<file path="config.mk">
export PLATFORM = sky130hd
export DESIGN_NAME = pe_accum_sequencer
export DESIGN_NICKNAME = d
export VERILOG_FILES = /design/src/rtl/pe_accum_sequencer_pkg.sv /design/src/rtl/pe_accum_sequencer_delay.sv /design/src/rtl/pe_accum_sequencer.sv
export SDC_FILE = /design/constraint.sdc
export NUM_CORES = 1
export LEC_CHECK = 0
export ABC_AREA = 1
export CELL_PAD_IN_SITES_DETAIL_PLACEMENT = 0
export CELL_PAD_IN_SITES_GLOBAL_PLACEMENT = 1
export CORE_UTILIZATION = 35
export CTS_CLUSTER_SIZE = 10
export DETAILED_ROUTE_END_ITERATION = 7
export DONT_BUFFER_PORTS = 1
export PLACE_DENSITY = 0.63
export SLEW_MARGIN = 20
export SYNTH_ARGS = -nofsm -noshare
export SYNTH_HDL_FRONTEND = slang
export SYNTH_SLANG_ARGS = --single-unit
export TNS_END_PERCENT = 10
</file>
<file path="constraint.sdc">
create_clock -name clock -period 3 [get_ports clock]
set_input_delay 0.3 -clock clock [delete_from_list [all_inputs] [get_ports clock]]
set_output_delay 0.3 -clock clock [all_outputs]
set_load 0.01 [all_outputs]
</file>
<file path="src/rtl/pe_accum_sequencer_pkg.sv">
// Shared PE types used by pe_accum_sequencer: accumulator-sequencer state
// encoding, the pipeline latency config, and helpers that turn a config into
// the sequencer's strobe delays.
package pe_types;

  typedef enum logic {
    IDLE,
    ISSUE
  } accum_seq_state_t;

  typedef struct packed {
    int unsigned ram_latency;
    int unsigned dot_latency;
    int unsigned accum_latency;
  } pe_cfg_t;

  localparam pe_cfg_t PE_CFG_DEFAULT = '{ram_latency: 1, dot_latency: 2, accum_latency: 9};

  // Cycles from a term's valid to its dot output reaching the accumulator.
  function automatic int unsigned accum_seq_flush_delay(input pe_cfg_t cfg);
    return cfg.ram_latency + cfg.dot_latency;
  endfunction

  // Cycles from flush at the accumulator input to its result being visible.
  function automatic int unsigned accum_seq_result_delay(input pe_cfg_t cfg);
    return cfg.accum_latency;
  endfunction

endpackage

</file>
<file path="src/rtl/pe_accum_sequencer_delay.sv">
// delay: DEPTH-stage shift register with synchronous active-high reset.
// DEPTH = 0 degenerates to a wire.
module delay #(
  parameter int unsigned WIDTH = 1,
  parameter int unsigned DEPTH = 1
) (
  input  logic             clock,
  input  logic             reset,
  input  logic [WIDTH-1:0] i_data,
  output logic [WIDTH-1:0] o_data
);

  if (DEPTH == 0) begin : g_wire
    assign o_data = i_data;
  end else begin : g_pipe
    logic [WIDTH-1:0] pipe_q [DEPTH];
    logic [WIDTH-1:0] pipe_d [DEPTH];

    // Shift the input one stage per cycle.
    always_comb begin
      pipe_d[0] = i_data;
      for (int unsigned i = 1; i < DEPTH; i++) begin
        pipe_d[i] = pipe_q[i-1];
      end
    end

    // Pipeline registers, cleared by reset.
    always_ff @(posedge clock) begin
      if (reset) begin
        for (int unsigned i = 0; i < DEPTH; i++) begin
          pipe_q[i] <= '0;
        end
      end else begin
        pipe_q <= pipe_d;
      end
    end

    assign o_data = pipe_q[DEPTH-1];
  end

endmodule

</file>
<file path="src/rtl/pe_accum_sequencer.sv">
// pe_accum_sequencer: issues per-term valids for one column accumulator,
// generates the aligned flush and result-valid strobes and tracks groups in
// flight. Optional sticky zero-length error flag: PE_ACCUM_SEQ_ERRCHK_EN.
module pe_accum_sequencer
  import pe_types::*;
#(
  parameter int unsigned LEN_WIDTH    = 16,
  parameter int unsigned FLUSH_DELAY  = accum_seq_flush_delay(PE_CFG_DEFAULT),
  parameter int unsigned RESULT_DELAY = accum_seq_result_delay(PE_CFG_DEFAULT)
) (
  input  logic                 clock,
  input  logic                 reset,
  input  logic                 i_cmd_valid,
  output logic                 o_cmd_ready,
  input  logic [LEN_WIDTH-1:0] i_cmd_len,
  input  logic                 i_feed_ok,
  output logic                 o_valid,
  output logic                 o_flush,
  output logic                 o_result_valid,
  output logic                 o_busy,
  output logic                 o_error
);

  localparam int unsigned INFL_W = $clog2(FLUSH_DELAY + RESULT_DELAY + 2);

  accum_seq_state_t     state_q, state_d;
  logic [LEN_WIDTH-1:0] remaining_q, remaining_d;
  logic [INFL_W-1:0]    inflight_q, inflight_d;

  logic cmd_ready;
  logic cmd_accept;
  logic len_zero;
  logic issue;
  logic last_issue;
  logic flush;
  logic result_valid;

  assign len_zero = (i_cmd_len == '0);

  // Next state, term countdown and command handshake; a command accepted on
  // the last-issue cycle overrides the return to IDLE so groups chain
  // without a bubble. Reset gates all strobes and the handshake.
  always_comb begin
    state_d     = state_q;
    remaining_d = remaining_q;
    cmd_ready   = 1'b0;
    issue       = 1'b0;
    last_issue  = 1'b0;
    case (state_q)
      IDLE: cmd_ready = 1'b1;
      ISSUE: begin
        issue      = i_feed_ok;
        last_issue = i_feed_ok && (remaining_q == LEN_WIDTH'(1));
        cmd_ready  = last_issue;
        if (i_feed_ok) remaining_d = remaining_q - LEN_WIDTH'(1);
        if (last_issue) state_d = IDLE;
      end
      default: state_d = IDLE;
    endcase
    cmd_ready  = cmd_ready && !reset;
    issue      = issue && !reset;
    last_issue = last_issue && !reset;
    cmd_accept = i_cmd_valid && cmd_ready;
    if (cmd_accept && !len_zero) begin
      remaining_d = i_cmd_len;
      state_d     = ISSUE;
    end
  end

  // Groups in flight: +1 on last issue, -1 when its result lands.
  always_comb begin
    inflight_d = inflight_q;
    if (last_issue && !result_valid) inflight_d = inflight_q + INFL_W'(1);
    else if (!last_issue && result_valid) inflight_d = inflight_q - INFL_W'(1);
  end

  // State, countdown and in-flight registers.
  always_ff @(posedge clock) begin
    if (reset) begin
      state_q     <= IDLE;
      remaining_q <= '0;
      inflight_q  <= '0;
    end else begin
      state_q     <= state_d;
      remaining_q <= remaining_d;
      inflight_q  <= inflight_d;
    end
  end

  delay #(.WIDTH(1), .DEPTH(FLUSH_DELAY)) u_flush_dly (
    .clock  (clock),
    .reset  (reset),
    .i_data (last_issue),
    .o_data (flush)
  );

  delay #(.WIDTH(1), .DEPTH(RESULT_DELAY)) u_result_dly (
    .clock  (clock),
    .reset  (reset),
    .i_data (flush),
    .o_data (result_valid)
  );

`ifdef PE_ACCUM_SEQ_ERRCHK_EN
  logic error_q, error_d;

  // Sticky flag for any accepted zero-length command.
  always_comb error_d = error_q || (cmd_accept && len_zero);

  // Error register, cleared only by reset.
  always_ff @(posedge clock) begin
    if (reset) error_q <= 1'b0;
    else       error_q <= error_d;
  end

  assign o_error = error_q;
`else
  assign o_error = 1'b0;
`endif

  assign o_cmd_ready    = cmd_ready;
  assign o_valid        = issue;
  assign o_flush        = flush;
  assign o_result_valid = result_valid;
  assign o_busy         = (state_q == ISSUE) || (inflight_q != '0);

endmodule

</file>
### Sequential cells coloured by instance or generate block, run 1

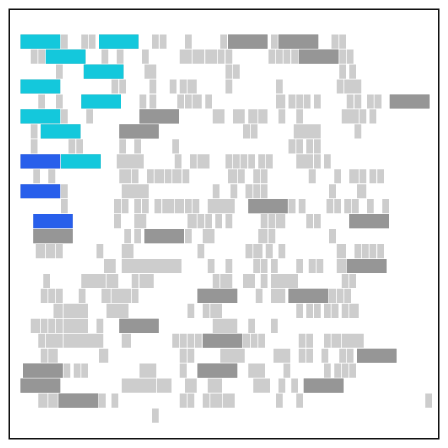
Key: blue = `u_flush_dly` [placed flops 3]; cyan = `u_result_dly` [placed flops 9, where north-west]
Another 21 sequential cells are not coloured.

### Clock wiring as the flow saved it, run 1

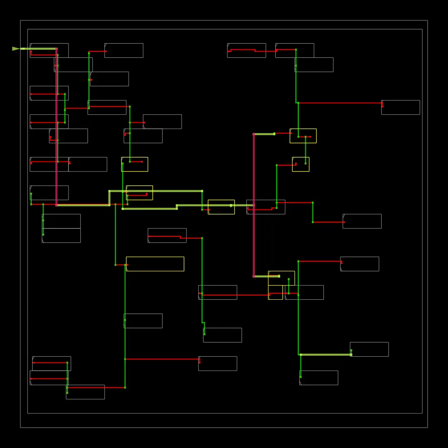
clock buffer count: 5
TritonCTS buffer count: 5
registers: 33
Clock Latency Late Sink: 0.30 ns

### Cells by drive strength, run 1

Scale bar: 20 um.
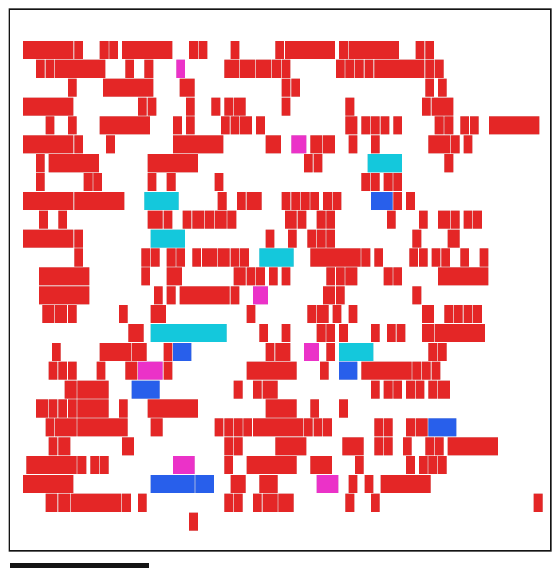
Key: magenta = _2 cells [cells 7, share 2.1%]; blue = _3 and _4 cells [cells 7, share 2.1%]; red = _0 and _1 cells [cells 308, share 94%]; cyan = _6 and larger [cells 6, share 1.8%]

==> ci_impl_report.md, run 1 <==
## PnR job results

| Metric | Value |
|---|---|
| DR pass1 iterations | 4 |
| Synthesized registers | 33 |
| Run status | finished clean |
| Final Critical Period | 2.39 ns |
| PD cells | around 540 nW/um^2 |
| EDFF count, synth | 0 |
| Cts hold-fix bufs | 0 |
| Cell family with most CP delay | simple AND/OR/NAND/NOR gates |
| Die area | between 6000 and 7000 um^2 |
| Worst path most repeated cell | nand2_1 |
| Area leader share | 32.8% |
| Tool Warnings | 27 |
| Reg-to-reg slack, setup | 0.61 ns |
| Max_cap viols | 0 |
| Boundary pin count | 26 |
| Number of cells in Yosys stat | around 330 |
| Yosys warns | 0 |
| WHS Endpoint | state_q |
| Critical Path AT | 2.58 ns |
| Slowest stage delay, CP | 0.31 ns |
| Cell total after placement | 392 |
| FF-to-FF Start | remaining_q[1] |
| Unrepaired setup endpoints after global routing | false |
| Layout cells sized above 1 | under 10% |
| Startpoint types | flip-flop |
| Dominant logic cell types in the final layout | 102 x nor2_1, 73 x nand2_1, 41 x inv_1, 33 x dfxtp_1, 16 x a21oi_1 |
| Seq/Total Area, Yosys | 32.8% |
| Die width | roughly 80 um |
| TritonCTS clock tree | done |
| Area Growth Syn to Fin | 7.83% |
| Max Clock Skew | 0.00864 ns |
| CP bufs+invs | 3 |
| Synthesized area per cell | between 6 and 7 um^2 |
| Final instance area | ~2200 um^2 |
| CP endpoint kind | flip-flop |
| Reg clk slew, reported paths | around 0.080 ns |
| Most common library cells after synthesis | 102 x nor2_1, 73 x nand2_1, 41 x inv_1 |
| Highest-count logic cell in the final layout | nor2_1 |
| CP max-delay cell | dfxtp_1 |
| First-pass GRT wire length | 8940 um |
| Htree depth | 2 |
| Grt ovf | 0 |
==> run 1: routing by layer <==
layer	GRT usage, %	wire length, um	up-vias	share of wire, %
met3	6.71	371	7	7.0
met5	0	0	-	0
met4	5.66	66	0	1.3
met1	23.3	2500	810	47
met2	31.9	2330	37	44
li1	-	-	1003	-
==> run 1: how the worst max path moves through the flow <==
stage / start / cells after the start / to
3_3_place_gp: remaining_q[0] / 17 / inflight_q[3]
6_report: remaining_q[1] / 18 / inflight_q[3]
5_1_grt: remaining_q[0] / 17 / inflight_q[3]
2_1_floorplan: state_q / 15 / inflight_q[3]
4_1_cts: remaining_q[0] / 17 / inflight_q[3]
3_5_place_dp: remaining_q[1] / 18 / inflight_q[3]
==> run 1: where the power goes <==
group	leakage, nW	internal, mW	switching [mW]
logic	0.660	0.0802	0.168
clock network	0.0543	0.249	0.192
registers	0.268	0.455	0.0176
==> run 1: sequential cells by signal (all words and copies together) (netlist names) <==
name,cells
inflight_q,4
remaining_q,16
state_q,1
u_flush_dly.g_pipe.pipe_d,2
u_flush_dly.o_data,1
u_result_dly.g_pipe.pipe_d,8
u_result_dly.o_data,1
==> run 1: cell type report <==
type / count / area, um^2
fill: 640 / 3370
multi-input combinational: 243 / 1130
sequential: 33 / 661
inverter: 42 / 158
tap: 72 / 90.1
clock buffer: 5 / 68.8
clock inverter: 3 / 46.3
timing repair buffer: 2 / 15.0
==> run 1: kinds of logic after synthesis <==
| group | after synthesis | synth area share [%] |
|---|---|---|
| buf+inv | 53 | 10.9 |
| fa+ha+maj | 6 | 4.10 |
| flops | 33 | 32.8 |
| compound gates | 25 | 6.71 |
| other cells | 1 | 0.186 |
| simple gates | 206 | 43.1 |
| xor+xnor | 5 | 2.18 |
## Run 2: what changed since run 1
- clock period: 3 -> 2.2 ns (I/O delays scaled with it)
### Placed cells, one colour a class, run 2

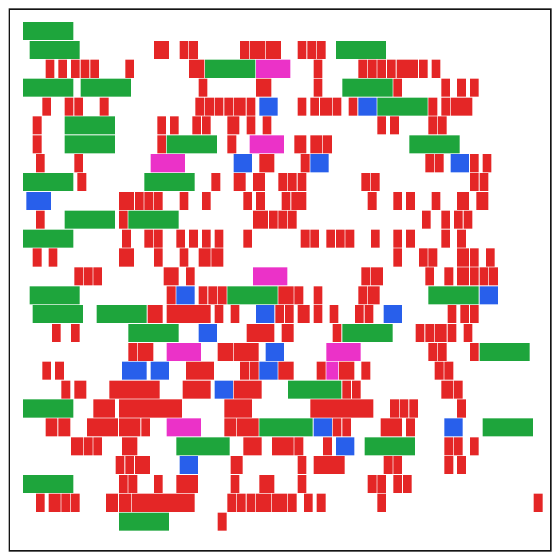
Key: magenta = clock drivers and dummy loads [cells 8]; green = flops [cells 33]; red = combinational and other logic [cells 285]; blue = other buffers and delay cells [cells 20]

==> run 2 against run 1 <==
Final area is 9.2% higher. Setup slack worse by 0.60 ns. Non-clock buffer count is 18 higher. Synthesized cell count stayed put. Largest power group unchanged. Clock-buffer cell count is 2 higher.
==> ci_impl_report.md, run 2 <==
## PnR job results

| Metric | Value |
|---|---|
| Synthesized area per cell | 6.12 um^2 (unchanged) |
| Htree depth | 2 (unchanged) |
| Number of cells in Yosys stat | 329 (unchanged) |
| Highest-count logic cell in the final layout | nor2_1 |
| Max Clock Skew | 0.00476 ns (-0.00388 ns) |
| Max reg flops | 16 (unchanged) |
| Cell family with most CP delay | simple AND/OR/NAND/NOR gates |
| Seq/Total Area, Yosys | 32.8% (unchanged) |
| Area Growth Syn to Fin | 17.7% |
| TritonCTS clock tree | done |
| EDFF count, synth | 0 (unchanged) |
| CP endpoint kind | flip-flop |
| Unrepaired setup endpoints after global routing | true |
| Dominant logic cell types in the final layout | 101 x nor2_1, 70 x nand2_1, 38 x inv_1, 30 x dfxtp_1, 18 x buf_4 |
| Final instance area | 2370 um^2 (+9.2%) |
| Reg clk slew, reported paths | 0.07 ns (about the same) |
| Clock Latency Late Sink | 0.29 ns (about the same) |
| Critical Path AT | 2.37 ns (-0.21 ns) |
| Die width | 77.8 um (unchanged) |
| Max_cap viols | 0 (unchanged) |
| Run status | finished clean |
| Yosys warns | 0 (unchanged) |
### Sequential cells coloured by instance or generate block, run 2

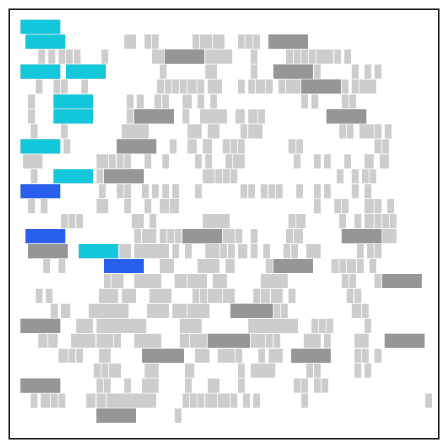
Key: blue = `u_flush_dly` [placed flops 3]; cyan = `u_result_dly` [placed flops 9, where north-west]
Another 21 sequential cells are not coloured.

==> run 2: cell counts after synthesis <==
No cell type changed its count.
==> run 2: routing by layer <==
layer	global-route usage (%)	vias up	wire, um
met3	5.65	5	262
met2	35.1	31	2630
met1	25.2	834	2660
met5	0	-	0
li1	-	1038	-
met4	5.85	0	58
==> run 2: final cells by class <==
class	instances	area [um^2]	area share (%)
multi-input cells	243	1200	50.6
flip-flops and latches	33	664	28.0
inverters	42	160	6.76
repair buffers	20	155	6.55
clock buffers	7	96.3	4.07
well taps	72	90.1	3.80
clock inverters	1	5.00	0.211
==> run 2: power breakdown <==
| group | internal (mW) | switching (mW) | total, mW |
|---|---|---|---|
| sequential | 0.622 | 0.0196 | 0.642 |
| clock | 0.283 | 0.229 | 0.512 |
| combinational | 0.145 | 0.257 | 0.402 |
==> run 2: final timing paths <==
path / cells after the start / slack, ns / to / from
hold / removal: 1 / 0.06 / remaining_q[0] / i_cmd_len[0]
hold reg to reg: 2 / 0.40 / u_result_dly.g_pipe.pipe_d[3] / u_result_dly.g_pipe.pipe_d[4]
setup / recovery: 18 / 0.02 / inflight_q[3] / remaining_q[1]
setup reg to reg: 18 / 0.02 / inflight_q[3] / remaining_q[1]
==> run 2: logic make-up after synthesis <==
| kind of cell | Yosys count | synth area share [%] |
|---|---|---|
| AOI/OAI and AO/OA | 25 | 6.71 |
| xor gates and xnor gates | 5 | 2.18 |
| adders and majority gates | 6 | 4.10 |
| buffers and inverters | 53 | 10.9 |
| DFF | 33 | 32.8 |
| other | 1 | 0.186 |
| and+or+nand+nor | 206 | 43.1 |
==> run 2: timing repair <==
action,4_1_cts,5_1_grt
endpoints found under the hold margin,25,0
gates resized,4,13
hold buffers,2,0
setup endpoints to repair,1,2
pin swaps,1,10
## Run 3: what changed since run 2
- CORE_ASPECT_RATIO: unset -> 0.75
- CORE_MARGIN: unset -> 5
### Placed cells, one colour a class, run 3

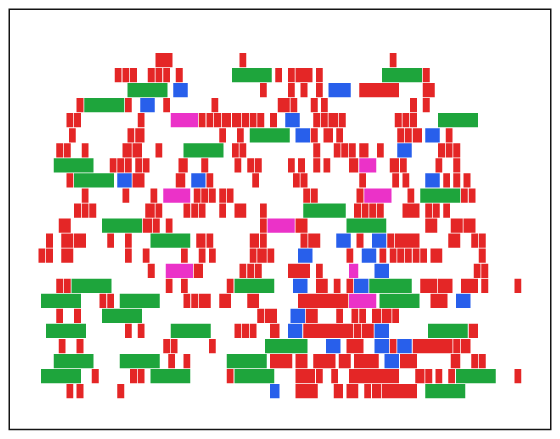
Key: magenta = clock drivers and dummy loads [cells 8]; red = combinational and other logic [cells 285]; green = flops [cells 33]; blue = other buffers and delay cells [cells 26]

==> run 3 against run 2 <==
Non-clock buffer count increased by 6. Sequential cell count is the same. Hold slack gained 0.0063 ns.
==> ci_impl_report.md, run 3 <==
## PnR job results

| Metric | Value |
|---|---|
| Main power-consuming group | sequential cells |
| Most common library cells after synthesis | 102 x nor2_1, 73 x nand2_1, 41 x inv_1 |
| FF-to-FF Start | remaining_q[1] |
| Area Growth Syn to Fin | 20.5% |
| Seq/Total Area, Yosys | 32.8% (unchanged) |
| Reg power frac | 41.4% (+0.2 points) |
| EDFF count, synth | 0 (unchanged) |
| Reg clk slew, reported paths | 0.07 ns (about the same) |
| Core footprint | ~5500 um^2 |
| Dominant logic cell types in the final layout | 98 x nor2_1, 70 x nand2_1, 38 x inv_1, 30 x dfxtp_1, 24 x buf_4 |
| Die width | 97.6 um (+25%) |
| Unrepaired setup endpoints after global routing | true |
| Reg-to-reg slack, setup | 0.0002 ns (-0.02 ns) |
| Run status | finished clean |
| Clock power share | 31.8% (-1.1 points) |
| Switching Power | 522 uW (+3.2%) |
| Switching part of the total | 33.7% (+1.2 points) |
| CP max-delay cell | dfxtp_2 |
| TritonCTS clock tree | done |
| Final setup vio count | 0 |
| Critical path startpoint | remaining_q[1] |
| Mapped Nets | 355 |
| Clock sinks | 33 |
| Critical Path AT | 2.38 ns (about the same) |
| Power Clock | 493 uW (-4%) |
| Number of cells in Yosys stat | 329 (unchanged) |
| Max_cap viols | 0 (unchanged) |
| Pint | 1.03 mW (-2.2%) |
| Yosys warns | 0 (unchanged) |
| Seq group | 642 uW (about the same) |
| CP endpoint kind | flip-flop |
| Clock Latency Late Sink | 0.29 ns (about the same) |
| Htree depth | 2 (unchanged) |
| Area after DPL | ~2200 um^2 |
| Combinational share of power | 26.8% (+1.0 points) |
| Min-delay src | i_cmd_len[0] |
| Highest-count logic cell in the final layout | nor2_1 |
| Synthesized area per cell | 6.12 um^2 (unchanged) |
| Comb group | 415 uW (+3%) |
| Max reg flops | 16 (unchanged) |
| Fin worst setup slack | approximately 0.00016 ns |
| Antenna cells | 0 |
| Final instance area | 2430 um^2 (+2.4%) |
| Max Clock Skew | 0.0105 ns (+0.00579 ns) |
| Post-Route WL | 5740 um |
| Yosys synthesis chip area | ~2000 um^2 |
### Sequential cells coloured by instance or generate block, run 3

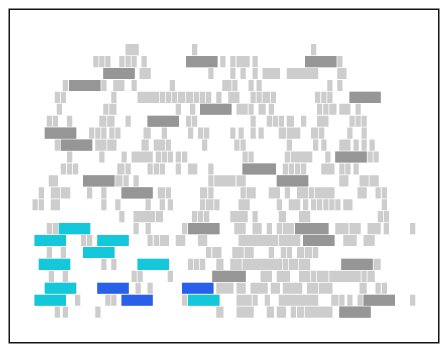
Key: blue = `u_flush_dly` [placed flops 3]; cyan = `u_result_dly` [placed flops 9, where south-west]

==> run 3: cell counts after synthesis <==
No cell type changed its count.
==> run 3: cells by family (layout without fill, tap and decap cells) <==
logic type | after synthesis | in the layout | share of synthesized area, %
and+or+nand+nor | 206 | 206 | 43.1
buffers and inverters | 53 | 76 | 10.9
DFF | 33 | 33 | 32.8
AOI/OAI and AO/OA | 25 | 25 | 6.71
adders and majority gates | 6 | 6 | 4.10
xor gates and xnor gates | 5 | 5 | 2.18
other | 1 | 1 | 0.186
==> run 3: worst paths after layout <==
| kind | endpoint | depth (start not counted) |
|---|---|---|
| max | inflight_q[3] | 18 |
| min | remaining_q[0] | 1 |
| max reg2reg | inflight_q[3] | 18 |
| min reg2reg | u_result_dly.g_pipe.pipe_d[2] | 2 |
==> run 3: critical path, delay by kind of cell (launching register included) <==
| kind | cells | cell delay (ns) |
|---|---|---|
| adder cells (fa/ha/maj) | 3 | 0.47 |
| buffers and inverters | 3 | 0.14 |
| flip-flops | 1 | 0.32 |
| AND-OR/OR-AND | 3 | 0.34 |
| AND/OR/NAND/NOR | 9 | 0.82 |
==> run 3: routing by layer <==
metal  track usage [%]  vias to the layer above  wire length (um)
met3              5.58                        4               318
met5                 0                        -                 0
li1                  -                     1052                 -
met1              22.0                      908              2990
met4              4.30                        0                31
met2              26.0                       29              2400
==> run 3: timing repair <==
item | in CTS | in global routing
gates resized | 3 | 19
setup buffers | 0 | 5
pin swaps | 1 | 10
hold endpoints to repair | 27 | 0
endpoints found under the setup margin | 1 | 3
hold buffers | 1 | 0
==> run 3: area by class of cell <==
cell class	count	area, um^2
Clock buffer	6	82.6
Fill cell	615	3040
Sequential cell	33	664
Tap cell	75	93.8
Clock inverter	2	13.8
Multi-Input combinational cell	243	1210
Inverter	42	160
Timing Repair Buffer	26	196

==> screenshots <==
Sequential cells coloured by netlist name.
Scale bar: 20 um.
picture 1
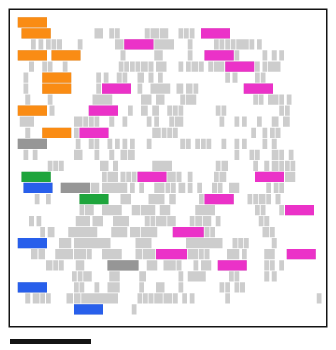
picture 2
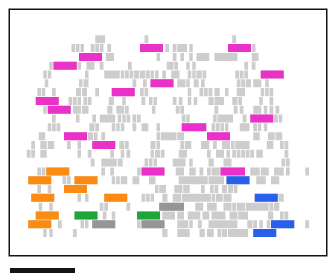
picture 3
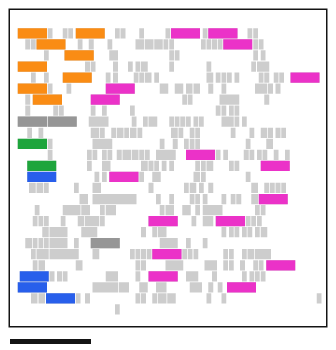
- largest die: picture 2
Picture 1 comes from run 2.
Picture 2 comes from run 3.
Picture 3 comes from run 1.

Key to picture 2:
Key: magenta = `remaining_q` [placed flops 16]; green = `u_flush_dly.g_pipe.pipe_d` [placed flops 2]; blue = `inflight_q` [placed flops 4, where south-east]; orange = `u_result_dly.g_pipe.pipe_d` [placed flops 8, where south-west]
Another 3 sequential cells are not coloured.

Power and IR drop assume default switching activity.
